<file path="config.mk">
export PLATFORM = sky130hd
export DESIGN_NAME = event_reader
export DESIGN_NICKNAME = d
export VERILOG_FILES = /design/src/rtl/event_reader.sv
export SDC_FILE = /design/constraint.sdc
export NUM_CORES = 2
export LEC_CHECK = 0
export CAP_MARGIN = 20
export CORE_AREA = 2 2 421 423
export CTS_BUF_LIST = sky130_fd_sc_hd__clkbuf_8
export DETAILED_ROUTE_END_ITERATION = 8
export DIE_AREA = 0 0 423 425
export PLACE_DENSITY = 0.5
export SETUP_SLACK_MARGIN = 0.2
export SLEW_MARGIN = 0
export SYNTH_ARGS = -nofsm -noshare
export SYNTH_HDL_FRONTEND = slang
export SYNTH_SLANG_ARGS = --single-unit
</file>
<file path="constraint.sdc">
create_clock -name clk -period 41.2 [get_ports clk]
set_input_delay 8.24 -clock clk [delete_from_list [all_inputs] [get_ports clk]]
set_output_delay 8.24 -clock clk [all_outputs]
set_load 0.01 [all_outputs]
</file>
<file path="src/rtl/event_reader.sv">
// =============================================================================
// Module  : event_reader
// Purpose : Latches a 16x64-bit event snapshot on event_ready and streams it out
//           as 32 AXI4-Stream words. Optional header word under the
//           EVENT_READER_HEADER_EN macro.
// Revision: 1.0
// =============================================================================
`timescale 1ns/1ps
`default_nettype none

module event_reader #(
  parameter int SYNC_STAGES = 2
) (
  input  logic             clk,
  input  logic             areset,
  input  logic             event_ready,
  input  logic [15:0][63:0] evento,
  output logic             event_saved,
  output logic [31:0]      m_axis_tdata,
  output logic             m_axis_tvalid,
  input  logic             m_axis_tready,
  output logic             m_axis_tlast,
  output logic [15:0]      event_count
);

  localparam int C_SYNC = (SYNC_STAGES < 2) ? 2 : SYNC_STAGES;

  localparam logic [2:0] IDLE   = 3'd0;
  localparam logic [2:0] LATCH  = 3'd1;
`ifdef EVENT_READER_HEADER_EN
  localparam logic [2:0] HEADER = 3'd2;
`endif
  localparam logic [2:0] SEND   = 3'd3;
  localparam logic [2:0] SAVED  = 3'd4;

  logic [C_SYNC-1:0] sync_q, sync_d;
  logic [2:0]        state_q, state_d;
  logic [1023:0]     evt_buf_q, evt_buf_d;
  logic [4:0]        idx_q, idx_d;
  logic [31:0]       tdata_q, tdata_d;
  logic              tvalid_q, tvalid_d;
  logic              tlast_q, tlast_d;
  logic              saved_q, saved_d;
  logic [15:0]       event_count_q, event_count_d;

  logic       rdy_s;
  logic       hs;
  logic [4:0] idx_nx;

  assign rdy_s  = sync_q[C_SYNC-1];
  assign hs     = tvalid_q & m_axis_tready;
  assign idx_nx = idx_q + 5'd1;

  always_comb begin
    sync_d        = {sync_q[C_SYNC-2:0], event_ready};
    state_d       = state_q;
    evt_buf_d     = evt_buf_q;
    idx_d         = idx_q;
    tdata_d       = tdata_q;
    tvalid_d      = tvalid_q;
    tlast_d       = tlast_q;
    saved_d       = saved_q;
    event_count_d = event_count_q;

    case (state_q)
      IDLE: begin
        if (rdy_s) state_d = LATCH;
      end
      LATCH: begin
        // First word is taken from the live input since the buffer loads this edge.
        evt_buf_d = evento;
        idx_d     = 5'd0;
        tvalid_d  = 1'b1;
        tlast_d   = 1'b0;
`ifdef EVENT_READER_HEADER_EN
        tdata_d   = {16'hA5A5, event_count_q};
        state_d   = HEADER;
`else
        tdata_d   = evento[0][31:0];
        state_d   = SEND;
`endif
      end
`ifdef EVENT_READER_HEADER_EN
      HEADER: begin
        if (hs) begin
          tdata_d = evt_buf_q[31:0];
          state_d = SEND;
        end
      end
`endif
      SEND: begin
        if (hs) begin
          if (idx_q == 5'd31) begin
            tvalid_d      = 1'b0;
            tlast_d       = 1'b0;
            saved_d       = 1'b1;
            event_count_d = event_count_q + 16'd1;
            state_d       = SAVED;
          end else begin
            idx_d   = idx_nx;
            tdata_d = evt_buf_q[{idx_nx, 5'd0} +: 32];
            tlast_d = (idx_nx == 5'd31);
          end
        end
      end
      SAVED: begin
        if (!rdy_s) begin
          saved_d = 1'b0;
          state_d = IDLE;
        end
      end
      default: state_d = IDLE;
    endcase
  end

  always_ff @(posedge clk or posedge areset) begin
    if (areset) begin
      sync_q        <= '0;
      state_q       <= IDLE;
      evt_buf_q     <= '0;
      idx_q         <= 5'd0;
      tdata_q       <= 32'd0;
      tvalid_q      <= 1'b0;
      tlast_q       <= 1'b0;
      saved_q       <= 1'b0;
      event_count_q <= 16'd0;
    end else begin
      sync_q        <= sync_d;
      state_q       <= state_d;
      evt_buf_q     <= evt_buf_d;
      idx_q         <= idx_d;
      tdata_q       <= tdata_d;
      tvalid_q      <= tvalid_d;
      tlast_q       <= tlast_d;
      saved_q       <= saved_d;
      event_count_q <= event_count_d;
    end
  end

  assign event_saved   = saved_q;
  assign m_axis_tdata  = tdata_q;
  assign m_axis_tvalid = tvalid_q;
  assign m_axis_tlast  = tlast_q;
  assign event_count   = event_count_q;

endmodule

`default_nettype wire

</file>
metal_stack.png
Bar = 100 µm.
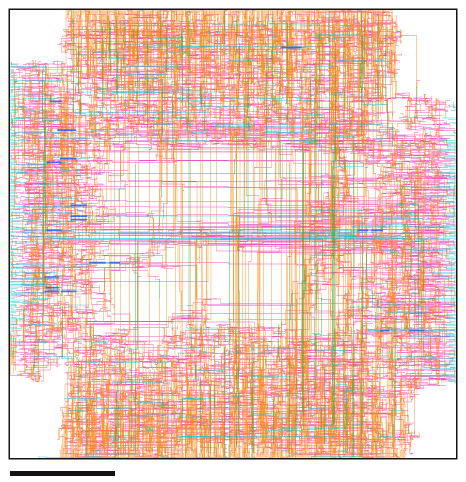
| layer | colour | wire length |
|---|---|---|
| met4 | green | 9,580 µm |
| met2 | orange | 113 mm |
| met3 | cyan | 14,600 µm |
| met5 | blue | 233 µm |
| met1 | magenta | 93.8 mm |

registers.png
Bar = 100 µm. Other sequential cells in the stronger grey, the rest of the logic in the fainter grey.
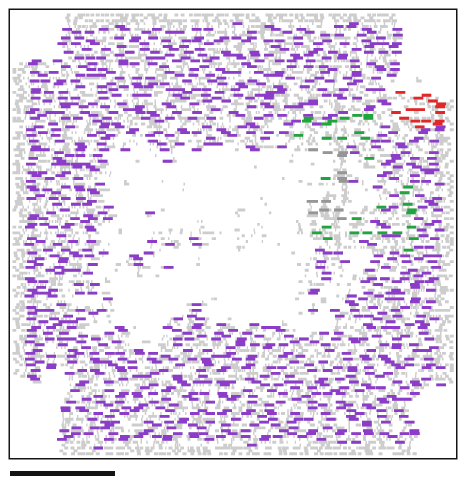
| name in the netlist | colour | placed flops | where |
|---|---|---|---|
| evt_buf_q | purple | 1,024 | all over the die |
| event_count | red | 16 | north-east |
| m_axis_tdata | green | 32 | east |
not coloured: 13

cell_classes.png
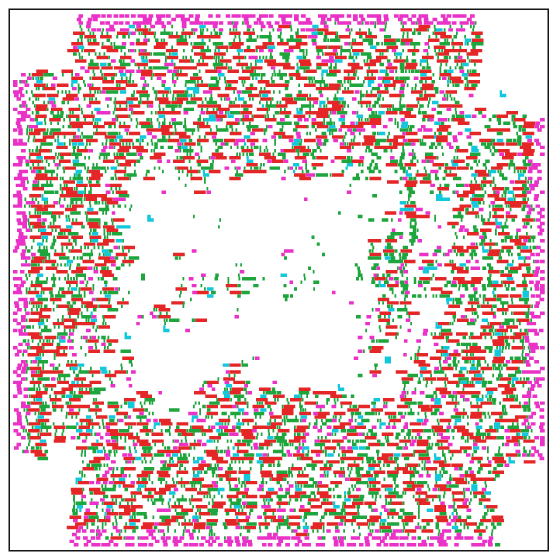
| class | colour | cells | share of their area |
|---|---|---|---|
| all other logic | green | 3,887 | 32% |
| other buffers and delay cells | magenta | 1,139 | 18% |
| clock drivers and dummy loads | cyan | 354 | 6.3% |
| flip-flops | red | 1,085 | 43% |

==> results.json <==
{
  "outcome": "finished clean",
  "synth_area_per_cell_um2": 9.22,
  "ys_area_um2": 48900,
  "synthArstFlopShare_pct": 100,
  "layout-drive-gt1-share_pct": 8.60,
  "worstReg2RegEnd": "m_axis_tdata[4]",
  "fp_util_pct": 27.9,
  "synth_warnings": 0,
  "drc_errors": 0,
  "antenna_found_initial": 104,
  "wirelength_mm": 231,
  "worst_slew_pin_slew_ps": 1370,
  "avgViaCountPerCell": 4.70,
  "gp_congestion": 0.902,
  "holdPathEnd": "sync_q[1]",
  "yosys-top-cells-count": "nand2_1, dfrtp_1, clkbuf_1, mux4_2, mux2i_1",
  "ys_seq_share_pct": 55.5,
  "fp_nets": 6338,
  "worst_slack_ps": 29760,
  "synth_area_leader_cell": "dfrtp_1",
  "grtUsageMet2_pct": 40.9,
  "rows": 154,
  "post_drt_wl_per_cell_um": 26.1,
  "mostFrequentLayoutCells": "nand2_1, dfrtp_1, clkdlybuf4s50_1, clkbuf_8, mux4_2",
  "ff_type": "dfrtp_1",
  "place_ws_ps": 28190,
  "finalNonFillerCells": 8857,
  "ys_cells": 5306,
  "lay_top_count": "nand2_1",
  "dr.max_layer_used": "met5"
}
-- final cells by class --
cell class / count / area (µm²)
antenna: 52 / 130
clock buffer: 239 / 3290
clock inverter: 115 / 654
fill: 18000 / 109000
inverter: 5 / 26.3
multi-input combinational: 3882 / 20300
sequential: 1085 / 27200
tap: 2340 / 2930
timing repair buffer: 1139 / 11400
-- worst max-delay path: stages --
cell and delay, ps:
clkdlybuf4s50_1 490, inv_8 520, buf_12 570, buf_4 720, buf_4 790, buf_4 410
buf_16 330
-- registers in the layout, indices dropped and copies added (netlist names), 2 cells and up --
signal,flops
event_count,16
sync_q,2
m_axis_tdata,32
state_q,3
evt_buf_q,1024
idx_q,5
-- worst max-delay path by stage --
stage / slack (ps) / from / end / cells past startpoint
finish: 29760 / areset / evt_buf_q[787] / 7
global route: 29310 / areset / evt_buf_q[890] / 7
CTS: 29240 / areset / evt_buf_q[890] / 6
floorplan: 2410 / areset / event_count[0] / 1
global placement: 28260 / areset / evt_buf_q[787] / 6
detailed placement: 28190 / areset / evt_buf_q[787] / 6
-- power groups by stage --
stage / logic [W] / registers, W / clock network (W)
final: 0.00268 / 0.00189 / 0.00104
after global routing: 0.00290 / 0.00194 / 0.00112
after CTS: 0.00273 / 0.00188 / 0.00107
after detailed placement: 0.00272 / 0.00189 / 0
after global placement: 0.00269 / 0.00188 / 0
after floorplan: 0.00158 / 0.00179 / 0
-- logic make-up after synthesis --
family	count (synthesis)	synth area share, %
multiplexers	380	12.7
flip-flops	1085	55.5
AND-OR/OR-AND	207	2.91
XOR/XNOR	19	0.379
AND/OR/NAND/NOR	3272	25.3
buffers and inverters	339	3.14
adder cells (fa/ha/maj)	4	0.102
Power and IR drop assume default switching activity.
